### src/rtl/eight_bit_serializer_pkg.sv
// Shared types and constants for the eight-bit serializer.
// Build option: define SERIALIZER_PARITY_EN to append an even-parity bit (9-bit frames).
package eight_bit_serializer_pkg;

    localparam int DATA_W    = 8;
    localparam int BIT_CNT_W = 3;

`ifdef SERIALIZER_PARITY_EN
    localparam int FRAME_LEN = 9;
`else
    localparam int FRAME_LEN = 8;
`endif

    // Counter value while the last data bit is on the line.
    localparam logic [BIT_CNT_W-1:0] LAST_BIT = BIT_CNT_W'(DATA_W - 1);

    typedef enum logic [1:0] {
        IDLE   = 2'd0,
        SHIFT  = 2'd1,
        PARITY = 2'd2,
        DONE   = 2'd3
    } state_t;

    // Bit that leaves the block first for a given byte and shift direction.
    function automatic logic head_bit(input logic [DATA_W-1:0] d, input bit lsb_first);
        return lsb_first ? d[0] : d[DATA_W-1];
    endfunction

endpackage

### src/rtl/eight_bit_serializer_piso_shift_reg.sv
// Parallel-in serial-out shift register for the serializer.
// Loads a byte, then shifts one position per cycle toward the output end.
// next_bit is the bit that becomes the head after the next shift, so the
// top can register it onto the serial line in the same edge as the shift.
module piso_shift_reg
    import eight_bit_serializer_pkg::*;
#(
    parameter bit LSB_FIRST = 1'b1
) (
    input  logic              clk,
    input  logic              rst_n,
    input  logic              load,
    input  logic              shift,
    input  logic [DATA_W-1:0] din,
    output logic              next_bit
);

    logic [DATA_W-1:0] q;

    // Load has priority over shift; shifted-in bits are zero.
    always_ff @(posedge clk or negedge rst_n) begin
        if (!rst_n) begin
            q <= '0;
        end else if (load) begin
            q <= din;
        end else if (shift) begin
            if (LSB_FIRST) begin
                q <= {1'b0, q[DATA_W-1:1]};
            end else begin
                q <= {q[DATA_W-2:0], 1'b0};
            end
        end
    end

    assign next_bit = LSB_FIRST ? q[1] : q[DATA_W-2];

endmodule

### src/rtl/eight_bit_serializer.sv
// Eight-bit serializer: accepts a byte over a valid/ready load port and
// sends it one bit per cycle, optionally followed by an even-parity bit.
// Build option: define SERIALIZER_PARITY_EN to add the PARITY state.
//
// Load handshake: a byte transfers on a rising edge where load_valid and
// load_ready are both high. load_ready is high only in IDLE; load_valid in
// any other state is ignored, and in is not sampled again until the next
// transfer, so it may change freely once the byte has been taken.
module eight_bit_serializer
    import eight_bit_serializer_pkg::*;
#(
    parameter bit LSB_FIRST = 1'b1
) (
    input  logic              clk,
    input  logic              rst,
    input  logic [DATA_W-1:0] in,
    input  logic              load_valid,
    output logic              load_ready,
    output logic              ser_out,
    output logic              ser_valid,
    output logic              busy,
    output logic              done,
    output state_t            state_dbg
);

    state_t               state;
    state_t               state_nxt;
    logic [BIT_CNT_W-1:0] cnt;
    logic                 accept;
    logic                 next_bit;
    logic                 ser_out_nxt;
    logic                 ser_valid_nxt;
    logic                 busy_nxt;
    logic                 done_nxt;

    assign load_ready = (state == IDLE);
    assign accept     = load_valid && load_ready;
    assign state_dbg  = state;

    piso_shift_reg #(
        .LSB_FIRST(LSB_FIRST)
    ) u_piso (
        .clk      (clk),
        .rst_n    (rst),
        .load     (accept),
        .shift    (state == SHIFT),
        .din      (in),
        .next_bit (next_bit)
    );

`ifdef SERIALIZER_PARITY_EN
    logic parity_q;

    // Parity is taken from the whole byte at accept, before shifting consumes it.
    always_ff @(posedge clk or negedge rst) begin
        if (!rst) begin
            parity_q <= 1'b0;
        end else if (accept) begin
            parity_q <= ^in;
        end
    end
`endif

    // Next state plus the values the registered outputs take on entering it.
    always_comb begin
        state_nxt     = state;
        ser_out_nxt   = 1'b0;
        ser_valid_nxt = 1'b0;
        busy_nxt      = 1'b0;
        done_nxt      = 1'b0;
        case (state)
            IDLE: begin
                if (load_valid) begin
                    state_nxt     = SHIFT;
                    ser_out_nxt   = head_bit(in, LSB_FIRST);
                    ser_valid_nxt = 1'b1;
                    busy_nxt      = 1'b1;
                end
            end
            SHIFT: begin
                if (cnt == LAST_BIT) begin
`ifdef SERIALIZER_PARITY_EN
                    state_nxt     = PARITY;
                    ser_out_nxt   = parity_q;
                    ser_valid_nxt = 1'b1;
                    busy_nxt      = 1'b1;
`else
                    state_nxt     = DONE;
                    busy_nxt      = 1'b1;
                    done_nxt      = 1'b1;
`endif
                end else begin
                    ser_out_nxt   = next_bit;
                    ser_valid_nxt = 1'b1;
                    busy_nxt      = 1'b1;
                end
            end
            PARITY: begin
                state_nxt = DONE;
                busy_nxt  = 1'b1;
                done_nxt  = 1'b1;
            end
            DONE: begin
                state_nxt = IDLE;
            end
            default: begin
                state_nxt = IDLE;
            end
        endcase
    end

    // State and registered outputs.
    always_ff @(posedge clk or negedge rst) begin
        if (!rst) begin
            state     <= IDLE;
            ser_out   <= 1'b0;
            ser_valid <= 1'b0;
            busy      <= 1'b0;
            done      <= 1'b0;
        end else begin
            state     <= state_nxt;
            ser_out   <= ser_out_nxt;
            ser_valid <= ser_valid_nxt;
            busy      <= busy_nxt;
            done      <= done_nxt;
        end
    end

    // Bit counter: cleared on accept, stops at the last bit so it never wraps in a frame.
    always_ff @(posedge clk or negedge rst) begin
        if (!rst) begin
            cnt <= '0;
        end else if (accept) begin
            cnt <= '0;
        end else if ((state == SHIFT) && (cnt != LAST_BIT)) begin
            cnt <= cnt + BIT_CNT_W'(1);
        end
    end

endmodule

### config.mk
export PLATFORM = sky130hd
export DESIGN_NAME = eight_bit_serializer
export DESIGN_NICKNAME = d
export VERILOG_FILES = /design/src/rtl/eight_bit_serializer_pkg.sv /design/src/rtl/eight_bit_serializer_piso_shift_reg.sv /design/src/rtl/eight_bit_serializer.sv
export SDC_FILE = /design/constraint.sdc
export NUM_CORES = 1
export LEC_CHECK = 0
export CAP_MARGIN = 20
export CORE_MARGIN = 5
export CORE_UTILIZATION = 51
export DETAILED_ROUTE_END_ITERATION = 16
export HOLD_SLACK_MARGIN = 0.08
export PLACE_DENSITY = 0.77
export REMOVE_ABC_BUFFERS = 1
export SETUP_SLACK_MARGIN = 0.02
export SLEW_MARGIN = 15
export SYNTH_ARGS = -nofsm -noshare
export SYNTH_HDL_FRONTEND = slang
export SYNTH_SLANG_ARGS = --single-unit
### constraint.sdc
create_clock -name clk -period 3.8 [get_ports clk]
set_input_delay 0.38 -clock clk [delete_from_list [all_inputs] [get_ports clk]]
set_output_delay 0.38 -clock clk [all_outputs]
set_load 0.01 [all_outputs]
Run 1, clock wires, drivers and flops:
Scale: 12 px per um.
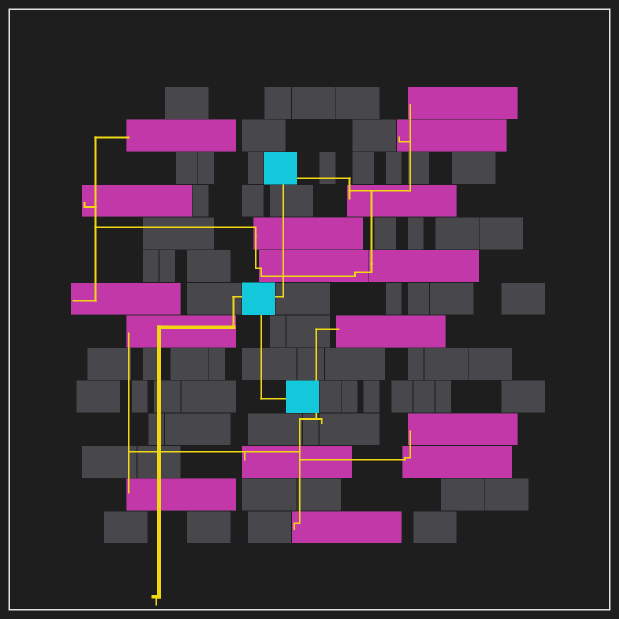
- magenta: flip-flops (count 16)
- yellow: clock wires (length 192 um)
- cyan: cells driving clock nets (count 3)
- routed clock nets: 4
clk_lat worst skew: 0.28 ns
clk_skew: 0.00224 ns
Clk. pwr: 110 uW
Clock power frac: 14.0%

Run 1, layout detail:
Window x 12 to 37, y 12 to 37 um. Cells in grey, sequential cells in the stronger grey; small squares are vias.
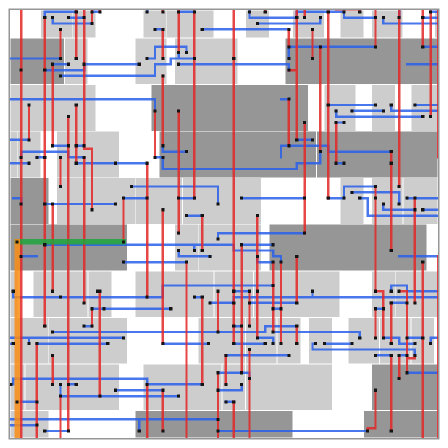
- orange: met4
- red: met2
- green: met3
- blue: met1
- netlist names of flops here include: `u_piso.q` (3)
- sequential cells in the window: 7
- cells with their middle in the window: 53
- most frequent: nand2_1 (8), o21ai_0 (8), dfrtp_1 (7)

==> results.sh, run 1 <==
# flow metrics
export IMPL_outcome="finished clean"
export IMPL_antenna_found_initial=0
export IMPL_first_pass_iters=4
export IMPL_slew_headroom_pct=54.3
export IMPL_tool_warnings=29
export IMPL_p_sw_uw=280
export IMPL_syn_area_per_cell_um2=11.4
export IMPL_core_util_floorplan_pct=53.9
export IMPL_tightest_slew_ns=0.683
export IMPL_die_x_um=49.9
export IMPL_pg_comb_uw=382
export IMPL_area_growth_pct=22.3
export IMPL_slowest_delay_ns=0.55
export IMPL_io_buffer_count=17
export IMPL_cp_arrival_ns=1.63
export IMPL_maxPowerGroup="combinational cells"
export IMPL_wl_per_cell_um=13.1
export IMPL_drc=0
export IMPL_power_leakage_nw=0.468
export IMPL_criticalPathCategory="reg -> out"
export IMPL_critPathLaunch="state_dbg[0]$_DFFE_PN0P_"
export IMPL_pwr_share_comb_pct=48.2
export IMPL_swShare_pct=35.4
export IMPL_largest_area_cell="dfrtp_1"
export IMPL_worstPathRequired_ns=3.42
export IMPL_synth_top_cell_area_share_pct=49.3
export IMPL_via_per_inst=4.95
export IMPL_tns_ns=0
export IMPL_p_per_area_mw_per_mm2=796
export IMPL_synthCells=71
export IMPL_ctsResizeCount=0
export IMPL_grt_max_degree=20
export IMPL_mostFrequentLayoutCells="clkdlybuf4s50_1 (17), dfrtp_1 (16), nand2_1 (10)"
export IMPL_grt_pass1_wl_um=2420
export IMPL_drtIter0Drc=3
export IMPL_drive_above_1_share_pct=7.95
export IMPL_clk_path_buf_depth=2
export IMPL_critPathMaxFanout=5
export IMPL_track_usage_pct=12.8
export IMPL_hold_viol=0
export IMPL_r2r_end="state_dbg[1]$_DFFE_PN0P_"
export IMPL_ant_nets=0
export IMPL_rsz0062_at_grt="false"
export IMPL_grt_overflow=0
export IMPL_wirelength_um=1360
export IMPL_clk_pin_slew_ns=0.09
export IMPL_io_pins=18
export IMPL_timing_fmax_mhz=499
export IMPL_regArea_um2=400
export IMPL_startpoint_type="register"
export IMPL_place_hpwl_um=1010
export IMPL_reg2reg_from="state_dbg[1]$_DFFE_PN0P_"
export IMPL_reg2reg_depth=5
export IMPL_critPathSlowestCell="clkdlybuf4s50_1"
export IMPL_cts_setup_buffers=0
export IMPL_antenna_cells=0
export IMPL_crit_buf_inv=2
export IMPL_hp_class="in -> async"
export IMPL_ff2ff_setup_slack_ns=2.07
export IMPL_yosysUniqueCellTypes=18
export IMPL_die_height_um=49.9
export IMPL_grt_pass1_vias=510
export IMPL_setup_ws_ns=1.79
export IMPL_vias=515
export IMPL_whs_ns=0.506
export IMPL_yosysSeqAreaShare_pct=49.3
export IMPL_synth_flops=16
export IMPL_finalClockPeriodUsage_pct=52.8
export IMPL_place_congestion=0.735
export IMPL_p_seq_share_pct=37.8
export IMPL_setup_violations=0
export IMPL_cp_num_cells=3
export IMPL_yosysWarnings=0
export IMPL_endpoint_kind="output port"
export IMPL_fill_cells=122
export IMPL_netlist_area_um2=812
export IMPL_crit_chain="inv_1 > ha_1 > clkdlybuf4s50_1"
export IMPL_cts_hold_buf=0
export IMPL_cts_tree="built"
export IMPL_maxCapViolations=0
export IMPL_peakVddDrop_v=0.000522
export IMPL_crit_path_end="load_ready"
export IMPL_layout_top_cell="clkdlybuf4s50_1"
export IMPL_p_int_uw=511
export IMPL_report_final_slew_viol_count=0
export IMPL_pre_cts_ws_ns=1.98
export IMPL_synthTopCellsByArea="dfrtp_1 (49%), mux2i_1 (11%), ha_1 (11%)"
export IMPL_comb_area_um2=352
export IMPL_crit_family="buffers and inverters"
export IMPL_h_tree_depth=1
export IMPL_cts_root_buf="clkbuf_4"
export IMPL_fin_nets=107
export IMPL_cts_buffers=3
export IMPL_layout_min_cycle_time_ns=2.01
export IMPL_clock_sinks=16
export IMPL_power_sequential_uw=299
export IMPL_chip_area_mm2=0.00249
export IMPL_ys_area_um2=812
export IMPL_ys_cells=71
Run 1, cells coloured by class:
Scale: 8 px per um. Fill, decap, tap and diode cells in grey.
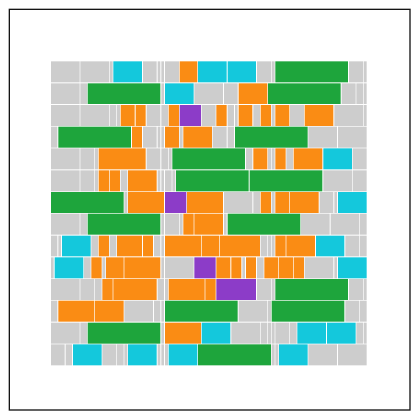
- purple: clock drivers and dummy loads (cells 4; share of their area 3.7%)
- orange: all other logic (cells 51; share of their area 38%)
- cyan: other buffers and delay cells (cells 17; share of their area 17%)
- green: flip-flops (cells 16; share of their area 41%)
sequential share of cell area: 40.3%
final core occ: 65.9%
Core Rows: 14
Core Region: 0.00151 mm^2

-- run 1: Yosys cell counts --
library cell	instances
inv_1	4
mux2i_1	9
o21ai_4	1
a21oi_1	1
nand2_1	10
nand2b_1	1
mux2_4	1
buf_8	1
xor2_1	1
nor2b_1	1
dfrtp_1	16
buf_6	2
buf_4	1
ha_1	7
and2_1	1
nand2b_4	1
o21ai_0	8
nor2_1	5
-- run 1: cells by family (layout without fill, tap and decap cells) --
group | count (synthesis) | after routing | synth area share (%)
adders and majority gates | 7 | 7 | 10.8
muxes | 10 | 10 | 12.9
AOI/OAI and AO/OA | 10 | 10 | 7.55
and+or+nand+nor | 19 | 19 | 10.9
xor gates and xnor gates | 1 | 1 | 1.08
buffers and inverters | 8 | 25 | 7.40
DFF | 16 | 16 | 49.3
-- run 1: worst register-to-register path: stages (launching register included) --
cell      delay [ns]
dfrtp_1         0.46
inv_1           0.11
ha_1            0.48
nand2b_4        0.16
o21ai_4         0.11
mux2_4          0.31
-- run 1: area by class of cell --
type	count	share of cell area [%]
Sequential cell	16	40.3
Inverter	4	1.51
Clock buffer	4	3.65
Multi-Input combinational cell	47	35.4
Timing Repair Buffer	17	17.1
Tap cell	16	2.02
-- run 1: stage by stage --
stage	utilization [%]	cells	instance area [um^2]	power, mW
global placement	63.5	100	957	0.674
floorplan	-	67	767	0.553
detailed placement	63.5	100	957	0.690
CTS	65.9	104	993	0.805
global route	65.9	104	993	0.868
finish	65.9	104	993	0.791
-- run 1: routing by layer --
metal	global-route usage (%)	share of wire [%]	vias up
met5	0	0	-
met2	18.2	50	9
met1	17.1	44	240
met4	7.86	1.6	0
li1	-	-	264
met3	3.01	4.1	2
-- run 1: registers in the layout, indices dropped and copies added, names as in the netlist --
register,count
busy,1
cnt,3
done,1
ser_out,1
ser_valid,1
state_dbg,2
u_piso.q,7
==> run 2: changes to the inputs <==
CORE_UTILIZATION = 43   (was 51)
PLACE_DENSITY = 0.68   (was 0.77)
clock period = 1.65 ns   (was 3.8 ns; I/O delays follow)
Run 2, cells coloured by class:
Scale: 8 px per um. Fill, decap, tap and diode cells in grey.
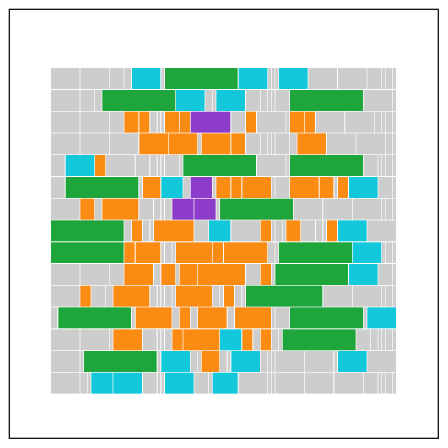
sequential share of cell area: 38.8%
Core Region: 0.00176 mm^2
Core Rows: 15
post-route cell area: 0.00103 mm^2
final core occ: 58.7%

==> run 2 against run 1 <==
  * Utilization is 7.3 points lower
  * Clock power rose by 130%
  * Setup slack got worse by 1.6 ns
  * Total power up 140%
  * Sequential share of layout area down 1.5 points
  * Die size up 15%
  * Sequential cell count did not move
  * Global-route usage fell by 1.7 points
  * Final cell count increased by 13%
  * Critical path type is now reg -> reg
  * Critical endpoint is now state_dbg[1]$_DFFE_PN0P_
  * Largest cell class unchanged
  * Highest routed layer unchanged
==> results.sh, run 2 <==
# flow metrics
export IMPL_largest_register_ffs=7
export IMPL_fin_nets=111
export IMPL_whs_ns=0.209
export IMPL_pre_cts_ws_ns=0.167
export IMPL_power_leakage_nw=0.490
export IMPL_swShare_pct=34.9
export IMPL_syn_area_per_cell_um2=11.4
export IMPL_drive_above_1_share_pct=13.0
export IMPL_cts_tree="built"
export IMPL_grt_overflow=0
export IMPL_p_per_area_mw_per_mm2=1800
export IMPL_total_power_mw=1.86
export IMPL_endpoint_kind="register"
export IMPL_yosysUniqueCellTypes=18
export IMPL_critPathSlowestCell="dfrtp_1"
export IMPL_yosys_area_share_simple_pct=10.9
export IMPL_logic_family="multiplexers"
export IMPL_crit_chain="ha_1 > ha_1 > nand2b_4 > o21ai_4 > mux2_4"
export IMPL_r2r_end="state_dbg[1]$_DFFE_PN0P_"
export IMPL_tightest_slew_ns=0.215
export IMPL_cpMostUsedCell="ha_1"
export IMPL_yosysMostFrequentCell="dfrtp_1"
export IMPL_clock_sinks=16
export IMPL_cts_root_buf="clkbuf_4"
export IMPL_async_flop_share_pct=100
export IMPL_io_pins=18
export IMPL_critPathMaxFanout=6
export IMPL_ys_cells=71
export IMPL_finalClockPeriodUsage_pct=90.8
export IMPL_largest_area_cell="dfrtp_1"
export IMPL_tns_ns=0
export IMPL_tool_warnings=29
export IMPL_startpoint_type="register"
export IMPL_final_cells=117
export IMPL_layout_min_cycle_time_ns=1.50
export IMPL_io_buffer_count=17
export IMPL_place_hpwl_um=998
export IMPL_ff2ff_setup_slack_ns=0.15
export IMPL_p_sw_uw=649
export IMPL_first_pass_iters=4
export IMPL_ys_area_um2=812
export IMPL_fa_ha_area_share_pct=10.8
export IMPL_drtIter0Drc=3
export IMPL_slew_headroom_pct=85.6
export IMPL_clk_path_buf_depth=2
export IMPL_reg2reg_from="cnt[0]$_DFFE_PN0P_"
export IMPL_yosysWarnings=0
export IMPL_antenna_cells=0
export IMPL_chip_area_mm2=0.00286
export IMPL_worstPathRequired_ns=1.82
export IMPL_clkPwrFrac_pct=13.4
export IMPL_hold_viol=0
export IMPL_top_cells_by_count="dfrtp_1 (16), nand2_1 (10), mux2i_1 (9), o21ai_0 (8), ha_1 (7)"
export IMPL_peakVddDrop_v=0.00112
export IMPL_report_final_slew_viol_count=0
export IMPL_dpl_instance_area_um2=991
export IMPL_cts_setup_buffers=1
export IMPL_h_tree_depth=1
export IMPL_p_int_mw=1.21
export IMPL_grt_pass1_wl_um=2300
export IMPL_ant_nets=0
export IMPL_wirelength_um=1360
export IMPL_ctsResizeCount=2
export IMPL_maxCapViolations=0
export IMPL_outcome="finished clean"
export IMPL_drc=0
export IMPL_synthCells=71
export IMPL_dp_cells=112
export IMPL_track_usage_pct=11.1
export IMPL_area_growth_pct=27.4
export IMPL_slowest_delay_ns=0.40
export IMPL_clock_latency_ns=0.27
export IMPL_netlist_area_um2=812
export IMPL_rsz0062_at_grt="false"
export IMPL_crit_family="adder cells"
export IMPL_setup_violations=0
export IMPL_mostFrequentLayoutCells="clkdlybuf4s50_1 (16), dfrtp_1 (15), nand2_1 (10)"
export IMPL_reg2reg_depth=5
export IMPL_crit_buf_inv=0
export IMPL_layout_top_cell="clkdlybuf4s50_1"
export IMPL_via_per_inst=4.52
export IMPL_pwr_share_comb_pct=50.4
export IMPL_synthMuxAreaShare_pct=12.9
export IMPL_grt_max_degree=20
export IMPL_vias=529
export IMPL_synth_top_flop_cell="dfrtp_1"
export IMPL_die_height_um=53.5
export IMPL_clk_pin_slew_ns=0.09
export IMPL_p_seq_share_pct=36.2
export IMPL_timing_fmax_mhz=667
export IMPL_synthTopCellsByArea="dfrtp_1 (49%), mux2i_1 (11%), ha_1 (11%)"
export IMPL_regMostFlops="u_piso.q"
export IMPL_cts_hold_buf=0
export IMPL_setup_ws_ns=0.152
export IMPL_cts_buffers=3
export IMPL_synth_flops=16
export IMPL_wl_per_cell_um=11.6
export IMPL_criticalPathCategory="reg -> reg"
export IMPL_synth_top_cell_area_share_pct=49.3
export IMPL_die_x_um=53.5
export IMPL_edf_count=0
export IMPL_hp_class="in -> async"
export IMPL_place_congestion=0.705
export IMPL_synthAoiAreaFrac_pct=7.55
export IMPL_yosysSeqAreaShare_pct=49.3
export IMPL_antenna_found_initial=0
export IMPL_fin_skew_ns=0.00380
export IMPL_cp_arrival_ns=1.66
export IMPL_xor_area_share_pct=1.08
export IMPL_grt_pass1_vias=489
Run 2, cell density map:
Scale: 4 px per um. The die is cut into 11 by 11 equal tiles; black is low, pale yellow is high, 0 to 100% covered.
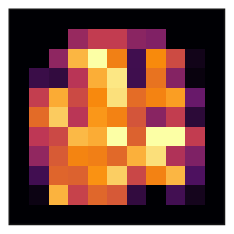
- tiles over 75% full: 17%
- emptiest ninth of the die: upper left
- densest ninth of the die: centre
- mean over tiles: 35%
- nearly empty tiles: 38%
- fullest tile: 100%
Initial Util: 46.0%

==> run 2: cell counts after synthesis <==
No cell type changed its count.
==> run 2: power groups by stage <==
stage	sequential, mW	combinational (mW)	clock (mW)
floorplan	0.703	0.570	0
global placement	0.683	0.905	0
detailed placement	0.690	0.924	0
CTS	0.673	0.948	0.259
global route	0.699	1.05	0.283
finish	0.674	0.937	0.249
==> run 2: worst max-delay path by stage <==
stage / from / endpoint / slack [ns] / cells past startpoint
4_1_cts: cnt[0]$_DFFE_PN0P_ / state_dbg[1]$_DFFE_PN0P_ / 0.15 / 5
6_report: cnt[0]$_DFFE_PN0P_ / state_dbg[1]$_DFFE_PN0P_ / 0.15 / 5
3_5_place_dp: cnt[0]$_DFFE_PN0P_ / state_dbg[1]$_DFFE_PN0P_ / 0.17 / 5
3_3_place_gp: state_dbg[0]$_DFFE_PN0P_ / load_ready / 0.19 / 3
5_1_grt: state_dbg[1]$_DFFE_PN0P_ / load_ready / 0.09 / 3
2_1_floorplan: state_dbg[1]$_DFFE_PN0P_ / state_dbg[1]$_DFFE_PN0P_ / 0.06 / 5
==> run 2: per-layer routing <==
| layer | share of wire (%) | GRT usage (%) | vias up | wire length (um) |
|---|---|---|---|---|
| met3 | 5.2 | 2.82 | 6 | 71 |
| li1 | - | - | 273 | - |
| met2 | 45 | 16.9 | 16 | 612 |
| met1 | 48 | 16.1 | 234 | 655 |
| met5 | 0 | 0 | - | 0 |
| met4 | 1.5 | 1.28 | 0 | 20 |
==> run 2: cell type report <==
class	instances	area, um^2
Clock buffer	4	36.3
Fill cell	170	729
Inverter	4	15.0
Multi-Input combinational cell	47	352
Sequential cell	16	402
Tap cell	25	31.3
Timing Repair Buffer	21	199
==> run 3: changes to the inputs <==
CORE_UTILIZATION = 48   (was 43)
PLACE_DENSITY = 0.73   (was 0.68)
RECOVER_POWER = 50   (was default)
clock period = 1.6 ns   (was 1.65 ns; I/O delays follow)
Run 3, clock wires, drivers and flops:
Scale: 12 px per um.
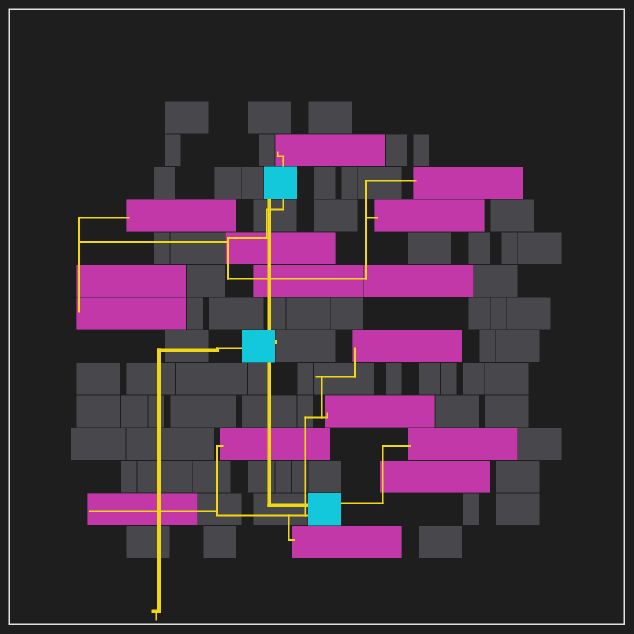
- yellow: clock wires (length 189 um)
- cyan: cells driving clock nets (count 3)
- magenta: flip-flops (count 16)
- routed clock nets: 4
Clk. pwr: 262 uW
Clock power frac: 13.5%

==> run 3 against run 2 <==
  * Largest power group unchanged
  * Clock skew shrank 0.0026 ns
  * Total power rose by 4.3%
  * Routed wire length decreased by 3.9%
  * Via count up 2.1%
  * Synthesized area unchanged
  * Sequential share of layout area shrank 0.074 points
  * Synthesized cell count did not move
==> results.sh, run 3 <==
# flow metrics
export IMPL_outcome="finished clean"
export IMPL_layout_min_cycle_time_ns=1.47
export IMPL_setup_violations=0
export IMPL_xor_area_share_pct=1.08
export IMPL_antenna_cells=0
export IMPL_via_per_inst=4.91
export IMPL_pwr_share_comb_pct=51.8
export IMPL_final_cells=110
export IMPL_seq_cell_count=16
export IMPL_drtIter0Drc=3
export IMPL_fin_util_pct=66.3
export IMPL_dp_cells=104
export IMPL_mostFrequentLayoutCells="dfrtp_1 (16), clkdlybuf4s50_1 (13), nand2_1 (10)"
export IMPL_synthMuxAreaShare_pct=12.9
export IMPL_critPathMaxFanout=6
export IMPL_peakVddDrop_v=0.00110
export IMPL_critPathSlowestCell="dfrtp_1"
export IMPL_io_buffer_count=17
export IMPL_yosysSeqAreaShare_pct=49.3
export IMPL_p_seq_share_pct=34.7
export IMPL_rsz0062_at_grt="false"
export IMPL_regArea_um2=400
export IMPL_largest_area_cell="dfrtp_1"
export IMPL_wl_per_cell_um=11.9
export IMPL_yosys_area_share_simple_pct=10.9
export IMPL_tool_warnings=29
export IMPL_fin_nets=113
export IMPL_buffers_excl_clock=23
export IMPL_p_per_area_mw_per_mm2=1880
export IMPL_netlist_area_um2=812
export IMPL_tightest_slew_ns=0.830
export IMPL_antenna_found_initial=0
export IMPL_area_growth_pct=27.3
export IMPL_async_flop_share_pct=100
export IMPL_largest_cell_class="flip-flops and latches"
export IMPL_regMostFlops="u_piso.q"
export IMPL_vias=540
export IMPL_crit_buf_inv=0
export IMPL_cpMostUsedCell="ha_1"
export IMPL_hp_class="in -> reg"
export IMPL_grt_busiest_layer="met2"
export IMPL_startpoint_type="register"
export IMPL_largest_register_ffs=7
export IMPL_crit_family="flip-flops"
export IMPL_die_x_um=51.1
export IMPL_h_tree_depth=1
export IMPL_hold_viol=0
export IMPL_timing_fmax_mhz=678
export IMPL_core_mm2=0.00156
export IMPL_clk_path_buf_depth=2
export IMPL_grt_pass1_wl_um=2190
export IMPL_use_met2_pct=16.3
export IMPL_yosysMostFrequentCell="dfrtp_1"
export IMPL_wirelength_um=1310
export IMPL_dpl_instance_area_um2=987
export IMPL_cts_root_buf="clkbuf_4"
export IMPL_synth_top_cell_area_share_pct=49.3
export IMPL_io_pins=18
export IMPL_place_congestion=0.702
export IMPL_use_met1_pct=15.2
export IMPL_pg_comb_mw=1.00
export IMPL_maxPowerGroup="combinational cells"
export IMPL_drc=0
export IMPL_top_cells_by_count="dfrtp_1 (16), nand2_1 (10), mux2i_1 (9), o21ai_0 (8), ha_1 (7)"
export IMPL_synthTopCellsByArea="dfrtp_1 (49%), mux2i_1 (11%), ha_1 (11%)"
export IMPL_n_tap_cell=16
export IMPL_logic_family="multiplexers"
export IMPL_ant_nets=0
export IMPL_fa_ha_area_share_pct=10.8
export IMPL_comb_cells=47
export IMPL_power_leakage_nw=0.499
export IMPL_clkbuf_count=4
export IMPL_maxCapViolations=0
export IMPL_syn_area_per_cell_um2=11.4
export IMPL_swShare_pct=34.8
export IMPL_fill_cells=131
export IMPL_synth_flops=16
Run 3, layout detail:
Window x 13 to 38, y 13 to 38 um. Cells in grey, sequential cells in the stronger grey; small squares are vias.
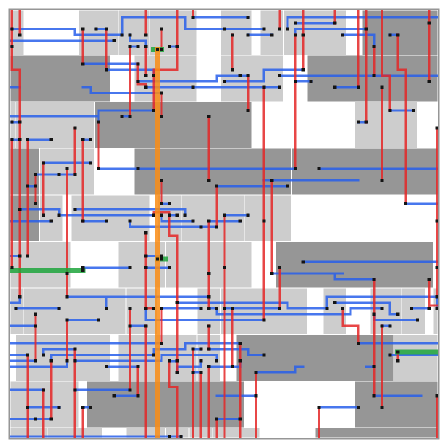

run 3: cell counts after synthesis:
No cell type changed its count.
run 3: layer usage:
| metal | wire length [um] | part of all wire (%) | up-vias |
|---|---|---|---|
| met4 | 47 | 3.6 | 0 |
| met2 | 567 | 43 | 14 |
| met5 | 0 | 0 | - |
| met1 | 625 | 48 | 246 |
| met3 | 65 | 5.0 | 5 |
| li1 | - | - | 275 |
run 3: worst register-to-register path, cell delays in order, from the launching register on:
cell      delay, ns
dfrtp_1        0.40
ha_1           0.20
ha_1           0.19
nand2b_4       0.18
o21ai_4        0.09
mux2_4         0.31
run 3: worst paths after layout:
| check | startpoint | endpoint | slack [ns] | depth (start not counted) |
|---|---|---|---|---|
| worst max-delay path | cnt[0]$_DFFE_PN0P_ | state_dbg[1]$_DFFE_PN0P_ | 0.13 | 5 |
| worst max register to register | cnt[0]$_DFFE_PN0P_ | state_dbg[1]$_DFFE_PN0P_ | 0.13 | 5 |
| worst min-delay path | in[7] | u_piso.q[7]$_DFFE_PN0P_ | 0.42 | 3 |
| worst min register to register | u_piso.q[1]$_DFFE_PN0P_ | ser_out$_DFF_PN0_ | 0.54 | 2 |
| min in group asynchronous | rst | done$_DFF_PN0_ | 0.48 | 2 |
| max in group asynchronous | rst | u_piso.q[5]$_DFFE_PN0P_ | 0.61 | 2 |
run 3: what timing repair did:
item | CTS | global route
setup buffers | 0 | 2
setup endpoints to repair | 1 | 1
hold buffers | 0 | 0
resized | 1 | 0
run 3: through the flow:
stage                     power, mW  hold slack [ns]
after global placement         1.66            0.498
final                          1.94            0.424
after global routing           2.10            0.443
after detailed placement       1.69            0.495
after CTS                      1.95            0.188
after floorplan                1.31           -0.136
No activity file was given, so power comes from the tool's default toggle rates.
